==> run_1/layers.png <==
(2 px per µm) Only two layers are drawn.
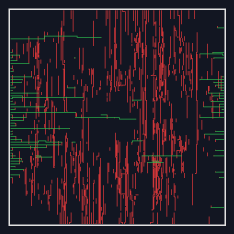
==> run_1/pinout.png <==
(4 px per µm) Pins as bars across the die edge, other pins in gray.
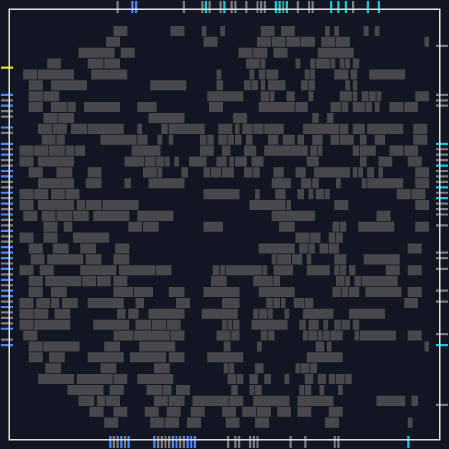
==> run_1/m2.png <==
(4 px per µm)
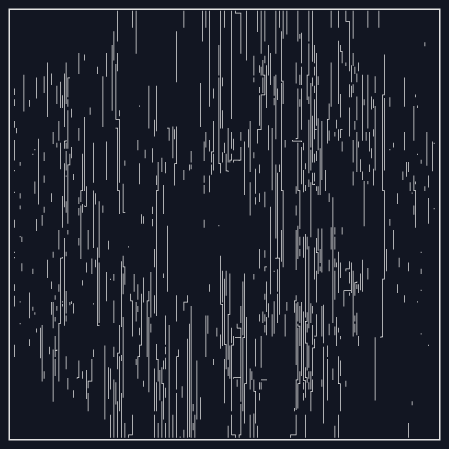
==> run_1/placed.png <==
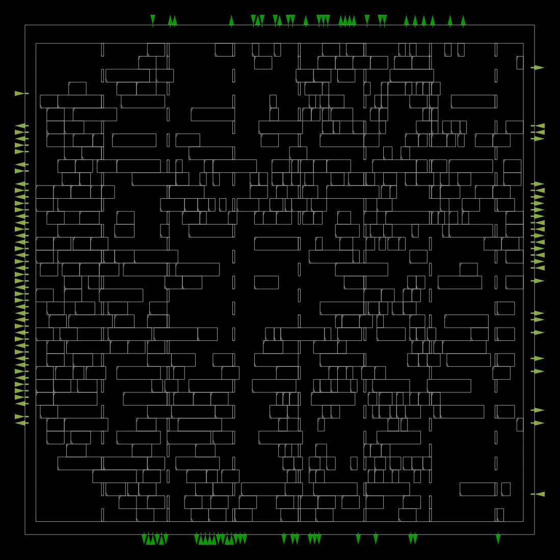
<file path="config.mk">
export PLATFORM = sky130hd
export DESIGN_NAME = instr_fetch_unit
export DESIGN_NICKNAME = d
export VERILOG_FILES = /design/src/rtl/fetch_pkg.sv /design/src/rtl/instr_fetch_unit.sv
export SDC_FILE = /design/constraint.sdc
export NUM_CORES = 1
export LEC_CHECK = 0
export CORE_MARGIN = 2
export CORE_UTILIZATION = 30
export CTS_CLUSTER_SIZE = 40
export DETAILED_ROUTE_END_ITERATION = 6
export PLACE_DENSITY_LB_ADDON = 0.1
export SYNTH_ARGS = -nofsm -noshare
export SYNTH_HDL_FRONTEND = slang
export SYNTH_SLANG_ARGS = --single-unit
</file>
<file path="constraint.sdc">
create_clock -name Clk -period 2.8 [get_ports Clk]
set_clock_uncertainty 0.2 [all_clocks]
set_input_delay 0.56 -clock Clk [delete_from_list [all_inputs] [get_ports Clk]]
set_output_delay 0.56 -clock Clk [all_outputs]
set_load 0.005 [all_outputs]
</file>
<file path="src/rtl/fetch_pkg.sv">
// rtl/fetch_pkg.sv - shared types and constants for the instruction fetch unit
package fetch_pkg;

    localparam int PC_WIDTH       = 8;
    localparam int RAM_ADDR_WIDTH = 16;
    localparam int INSTR_WIDTH    = 32;

    localparam logic [INSTR_WIDTH-1:0] HALT_WORD = 32'hFFFF_FFFF;

    typedef enum logic [2:0] {
        IDLE = 3'd0,
        REQ  = 3'd1,
        CAPT = 3'd2,
        HOLD = 3'd3,
        HALT = 3'd4
    } fetch_state_e;

endpackage

</file>
<file path="src/rtl/instr_fetch_unit.sv">
// rtl/instr_fetch_unit.sv - program counter, instruction RAM read port and valid/ready instruction presenter
//
// Ports:
//   Clk, Reset          clock and asynchronous active-low reset
//   Start, Start_pc     one-cycle pulse that begins fetching at Start_pc (IDLE/HALT only)
//   Enable_i, RW_ram_i,
//   Address_in_i, Out_i instruction RAM read port (read data one cycle after address)
//   Instr, Instr_valid,
//   Instr_ready         instruction handshake towards decode
//   Branch_en,
//   Branch_target       redirect request, highest priority while fetching
//   pc                  address of the current / in-flight instruction
//   Halted              fetch stopped by halt word or last address
//   Fetch_count         saturating count of instructions accepted downstream
module instr_fetch_unit #(
    parameter int                              PC_WIDTH  = fetch_pkg::PC_WIDTH,
    parameter logic [PC_WIDTH-1:0]             LAST_PC   = PC_WIDTH'(15),
    parameter logic [fetch_pkg::INSTR_WIDTH-1:0] HALT_WORD = fetch_pkg::HALT_WORD
) (
    input  logic                                 Clk,
    input  logic                                 Reset,
    input  logic                                 Start,
    input  logic [PC_WIDTH-1:0]                  Start_pc,
    output logic                                 Enable_i,
    output logic                                 RW_ram_i,
    output logic [fetch_pkg::RAM_ADDR_WIDTH-1:0] Address_in_i,
    input  logic [fetch_pkg::INSTR_WIDTH-1:0]    Out_i,
    output logic [fetch_pkg::INSTR_WIDTH-1:0]    Instr,
    output logic                                 Instr_valid,
    input  logic                                 Instr_ready,
    input  logic                                 Branch_en,
    input  logic [PC_WIDTH-1:0]                  Branch_target,
    output logic [PC_WIDTH-1:0]                  pc,
    output logic                                 Halted,
    output logic [15:0]                          Fetch_count
);
    import fetch_pkg::*;

    fetch_state_e             state_q, state_d;
    logic [PC_WIDTH-1:0]      pc_q, pc_d;
    logic [INSTR_WIDTH-1:0]   instr_q, instr_d;
    logic                     valid_q, valid_d;
    logic                     halted_q, halted_d;
    logic                     enable_q, enable_d;
    logic [15:0]              count_q, count_d;

    logic fetching;
    logic take_branch;
    logic handshake;
    logic start_ok;
    logic halt_seen;

    assign fetching    = (state_q == REQ) || (state_q == CAPT) || (state_q == HOLD);
    assign take_branch = fetching && Branch_en;
    assign handshake   = (state_q == HOLD) && Instr_ready;
    assign start_ok    = ((state_q == IDLE) || (state_q == HALT)) && Start;
    assign halt_seen   = (Out_i == HALT_WORD);

    // State register
    always_ff @(posedge Clk or negedge Reset) begin
        if (!Reset) begin
            state_q <= IDLE;
        end else begin
            state_q <= state_d;
        end
    end

    // Next-state logic; a redirect overrides every fetching transition
    always_comb begin
        state_d = state_q;
        case (state_q)
            IDLE, HALT: if (Start) state_d = REQ;
            REQ:        state_d = CAPT;
            CAPT:       state_d = halt_seen ? HALT : HOLD;
            HOLD: begin
                if (Instr_ready) state_d = (pc_q == LAST_PC) ? HALT : REQ;
            end
            default:    state_d = IDLE;
        endcase
        if (take_branch) state_d = REQ;
    end

    // Registered output / datapath next values
    always_comb begin
        pc_d     = pc_q;
        instr_d  = instr_q;
        valid_d  = valid_q;
        halted_d = halted_q;
        count_d  = count_q;

        if (start_ok) begin
            pc_d     = Start_pc;
            count_d  = '0;
            halted_d = 1'b0;
        end

        // The handshake is counted even when a redirect lands on the same edge
        if (handshake && (count_q != 16'hFFFF)) begin
            count_d = count_q + 16'd1;
        end

        if (take_branch) begin
            pc_d    = Branch_target;
            valid_d = 1'b0;
        end else begin
            if (state_q == CAPT) begin
                if (halt_seen) begin
                    halted_d = 1'b1;
                end else begin
                    instr_d = Out_i;
                    valid_d = 1'b1;
                end
            end
            if (handshake) begin
                valid_d = 1'b0;
                if (pc_q == LAST_PC) begin
                    halted_d = 1'b1;
                end else begin
                    pc_d = pc_q + PC_WIDTH'(1);
                end
            end
        end

        // RAM enable is registered, so it is decoded from the state being entered
        enable_d = (state_d == REQ);
    end

    always_ff @(posedge Clk or negedge Reset) begin
        if (!Reset) begin
            pc_q     <= '0;
            instr_q  <= '0;
            valid_q  <= 1'b0;
            halted_q <= 1'b0;
            enable_q <= 1'b0;
            count_q  <= '0;
        end else begin
            pc_q     <= pc_d;
            instr_q  <= instr_d;
            valid_q  <= valid_d;
            halted_q <= halted_d;
            enable_q <= enable_d;
            count_q  <= count_d;
        end
    end

    assign Enable_i     = enable_q;
    assign RW_ram_i     = 1'b1;
    assign Address_in_i = {{(RAM_ADDR_WIDTH-PC_WIDTH){1'b0}}, pc_q};
    assign Instr        = instr_q;
    assign Instr_valid  = valid_q;
    assign pc           = pc_q;
    assign Halted       = halted_q;
    assign Fetch_count  = count_q;

endmodule

</file>
==> summary.txt, run 1 <==
fresh numbers from the pnr run: run status=complete, no violations, wire length on met2=between 3000 and 4000 µm, Registers, synthesis=62, sequential area share after synthesis=0.485, Fin Hold WS=around 0.024 ns, first-pass GRT wire length=14000 µm, Max Fclk=between 400 and 500 MHz, Top non-seq family=simple AND/OR/NAND/NOR gates, ANT cells=0, Clock Path Buffers=2, Adder Area Share=0.00783, crit path launch type=register, yosys stat cell total=between 300 and 400, Worst Setup Slack post-DPL=approximately 0.07 ns, highest-power group=combinational cells, Rows=37, # setup viols final=0, final net count=492, vias in the first global route=about 2800, Mapped Cells=around 320, Gate power share=0.427, Hold Violations, Final=0, Reg2Reg Setup Slack=0.38 ns, cts bufs inserted=9, Sink Count=62, clock root cell=clkbuf_8, Dominant flop cell=dfrtp_1, Complex Gates by Area=0.105, comb pwr=about 1.8 mW, Signal buffers=~130, Post-synth top cells=dfrtp_1 (62), nand2_1 (43), mux2_1 (33), # DRC=0, CP arrival=about 2.5 ns, placed cells=562, Power Dens Cells=890 mW/mm², tapcell count=approximately 140, Clock Pin Slew Worst Setup and Hold Paths=0.08 ns, reg-to-reg endpoint=Fetch_count[13], fin cells=approximately 580, number of OpenROAD warnings=26, CP Capture Type=register, Reg2Reg Depth=6, WP data required=between 2 and 3 ns, Design Power=4.21 mW, Vias/cell=around 4.8, top cells, area=dfrtp_1 (49%), mux2_1 (12%), nand2_1 (5.0%), max-slew violations=0, Clock Buffer Count=12, chip height=~110 µm, Post-Place Cell Area=about 0.0045 mm², fp util=0.310, Leak=1.94 nW, Mux cell area share=0.130, sw frac=0.315, maximum vdd ir drop=about 0.40 mV, sequential power share=0.364, period utilisation layout=0.863, critical register-to-register path startpoint=Fetch_count[1], met3 wire length=594 µm, most instantiated logic cell after routing=clkdlybuf4s50_1, 1st-pass router iterations=4, Top-area cell share=0.485, area of the multi-input gates=~0.0015 mm², Port Buffers=119, Highest Signal Layer=met4, Antenna Nets Post-Route=0, Tmin final=between 2 and 2.5 ns, Max Cap Violations=0, switching power=around 1.3 mW, cts hold-fix bufs=0, Latency at later pin=about 0.33 ns, Async SR Flop Fraction=1.00, combinational share of cell area=0.308, storage element area=0.00155 mm², Syn-to-layout area delta=48.0%, PnR worst setup slack=around 0.38 ns, worst min path class=input pin to async pin, die area=0.0115 mm², clock network area share=0.0455, Yosys cell types=47, crit path capture=Fetch_count[13], Yosys chip area=0.00320 mm², CP Max Fanout=13, antenna violations before repair=0, largest area contributor in the netlist=dfrtp_1, Initial DRC Count=between 80 and 90, gpl congestion=~0.8, Inverters excl. clock=5, Largest area class, layout=sequential cells
About layers.png:
Key: green = M3 [wire length 594 µm]; red = M2 [wire length 3760 µm]
GRT Total Usage: 0.154
WL final: 8380 µm
wire per inst: 14.5 µm
vias: 2752

About pinout.png:
Key: blue = Instr [pins 32, direction output, edge 21 west, 9 south, 2 north]; cyan = Address_in_i [pins 16, direction output, edge 10 north, 5 east, 1 south]; yellow = Clk [pins 1, direction input, edge west]

About m2.png:
The wires run mostly vertical. The layer holds 45% of the routed length. The layer carries 3760 µm of wire.
GRT met2 Usage: 0.228

About placed.png:
flop count: 62
Core Region: 0.0103 mm²
Post-Route Utilization: 0.458

run 1: worst max-delay path, cell delays in order, from the launching register on:
cell and delay [ns]:
dfrtp_1 0.44, ha_1 0.22, nand3_1 0.22, nor4_4 0.42
a32o_1 0.59, a21oi_1 0.08, a21oi_1 0.17
run 1: routing by layer:
layer  track usage  vias up
li1              -     1359
met1         0.213     1295
met2         0.228       89
met3        0.0444        9
met4        0.0529        0
met5             0        -
run 1: state kept, by name, summed over array words and instances (netlist names):
signal and flops:
Instr_valid 1, Instr 32, Fetch_count 16, state_q 3, Halted 1, pc 8
Enable_i 1
==> run 2: changes to the inputs <==
MAX_ROUTING_LAYER = met4   (was not set)
PLACE_DENSITY = 0.64   (was not set)
PLACE_DENSITY_LB_ADDON = not set   (was 0.1)
==> run 2 against run 1 <==
  * Clock-buffer cell count rose by 1
  * Clock power is 5.8% higher
  * Largest power group unchanged
  * Register-to-register slack better by 0.02 ns
  * Combinational power about the same
==> summary.txt, run 2 <==
fresh numbers from the pnr run: max reg flops=32 (unchanged), placed cells=560 (-0.36%), met3 wire length=557 µm (-6.2%), sequential power share=0.361 (-0.003), GRT met2 Usage=0.240 (+0.0113), Hold Violations, Final=0 (unchanged), Registers, synthesis=62 (unchanged), Sink Count=62 (unchanged), Initial DRC Count=76 (-15%), Complex Gates by Area=0.105 (unchanged), Vias/cell=4.86 (+2.0%), # setup viols final=0 (unchanged), vias in the first global route=2798 (-0.39%), antenna violations before repair=0 (unchanged), met3 GRT Util=0.0480 (+0.00365), final net count=491 (-0.20%), fp util=0.310 (unchanged), switching power=1.33 mW (+0.17%), Clock Pin Slew Worst Setup and Hold Paths=0.07 ns (about the same), die area=0.0115 mm² (unchanged), CP Max Fanout=28 (+15), Worst Setup Slack post-DPL=-0.0478 ns (-0.116 ns), sequential area share after synthesis=0.485 (unchanged), Reg2Reg Depth=6 (unchanged), Async SR Flop Fraction=1.00 (unchanged), met1 Use GR=0.194 (-0.0188), WP data required=2.81 ns (-0.04 ns), run status=complete, no violations, Post-Route Utilization=0.458 (about the same), Max Fclk=399 MHz (-3.6%), Max Cap Violations=0 (unchanged), crit path kind=input pin to register, critical register-to-register path startpoint=Fetch_count[1], Core Region=0.0103 mm² (unchanged), Top Usage Layer GRT=met2, wire length on met2=4090 µm (+8.9%), Top non-seq family=simple AND/OR/NAND/NOR gates, Power Dens Cells=899 mW/mm² (+1.0%), clock root cell=clkbuf_8, Tmin final=2.51 ns (+0.0899 ns), Rows=37 (unchanged), Gate power share=0.421 (-0.006), Mux cell area share=0.130 (unchanged), most instantiated logic cell after routing=clkdlybuf4s50_1, gpl congestion=0.824 (+3.3%), # DRC=0 (unchanged), syn_area_per_cell=~10 µm², cts bufs inserted=9 (unchanged), Clock Path Buffers=2 (unchanged), Post-Place Cell Area=0.00449 mm² (-0.61%), Hold Path Stages=2, Mapped Cells=318 (unchanged), first-pass GRT wire length=13700 µm (-1.6%), maximum vdd ir drop=0.403 mV (+0.11%), Design Power=4.25 mW (+1.0%), cts hold-fix bufs=1 (+1), max-slew violations=0 (unchanged), Highest Signal Layer=met4, CP Capture Type=register, period utilisation layout=0.895 (+0.0321), Adder Area Share=0.00783 (unchanged), Dominant flop cell=dfrtp_1, Fin Hold WS=0.282 ns (+0.258 ns), Port Buffers=119 (unchanged), Leak=1.94 nW (-0.18%), P_seq=between 1.5 and 2 mW, crit path capture=Instr[4], ANT cells=0 (unchanged), hold_sp=Halted, CP arrival=2.52 ns (+0.05 ns), Latency at later pin=0.34 ns (about the same), highest-power group=combinational cells, Post-synth top cells=dfrtp_1 (62), nand2_1 (43), mux2_1 (33), Antenna Nets Post-Route=0 (unchanged), 1st-pass router iterations=4 (unchanged), sw frac=0.312 (-0.00265), crit path launch type=input pin, Yosys cell types=47 (unchanged), yosys stat cell total=318 (unchanged), Reg2Reg Setup Slack=0.40 ns (+0.02 ns), Yosys chip area=0.00320 mm² (unchanged), reg-to-reg endpoint=Fetch_count[13], worst min path class=register to register, largest area contributor in the netlist=dfrtp_1
run 2: cell count changes in the layout (fill, tap and decap cells not counted):
cell,change
buf_12,-1
clkinv_2,-1
buf_4,-1
clkbuf_1,-1
clkbuf_8,+2
dlygate4sd3_1,+1
run 2: worst max-delay path, stage by stage:
cell	delay (ns)
clkdlybuf4s50_1	0.47
nand4_1	0.15
nor4_1	0.52
a21o_1	0.24
buf_12	0.20
mux2_1	0.35
run 2: cell type report:
| class | count | area, µm² | share of cell area |
|---|---|---|---|
| multi-input cells | 226 | 1460 | 0.308 |
| well taps | 136 | 170 | 0.0360 |
| flip-flops and latches | 62 | 1550 | 0.328 |
| inverters | 5 | 18.8 | 0.00397 |
| clock inverters | 3 | 65.1 | 0.0137 |
| clock buffers | 13 | 169 | 0.0357 |
| repair buffers | 132 | 1300 | 0.274 |
==> run_2/pinout.png <==
(4 px per µm) Pins as bars across the die edge, other pins in gray.
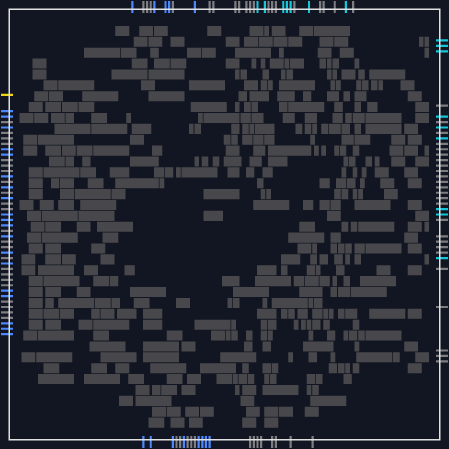
Key: cyan = Address_in_i [pins 16, direction output, edge 9 east, 7 north]; yellow = Clk [pins 1, direction input, edge west]; blue = Instr [pins 32, direction output, edge 19 west, 8 south, 5 north]
All pins by edge: 43 west, 34 east, 31 north, 21 south.

==> run_2/layers.png <==
(2 px per µm) Only two layers are drawn.
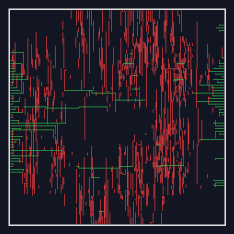
Key: green = M3 [wire length 558 µm]; red = M2 [wire length 4090 µm]
WL final: 8530 µm
wire per inst: 14.8 µm
GRT Total Usage: 0.155
vias: 2803

==> run_2/placed.png <==
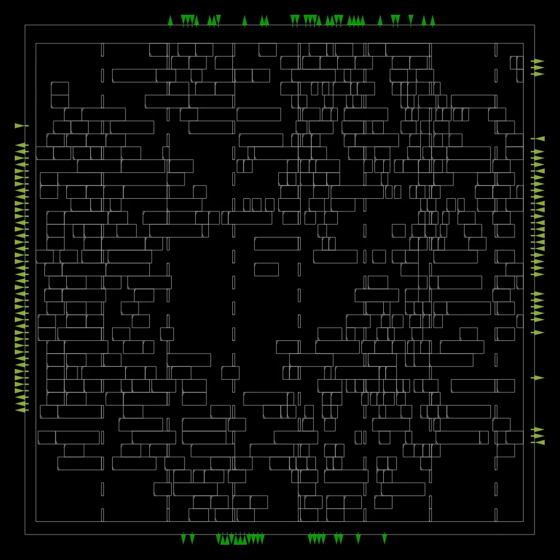
fin cells: 577
filler cell count: 970

No activity file was given, so power comes from the tool's default toggle rates.
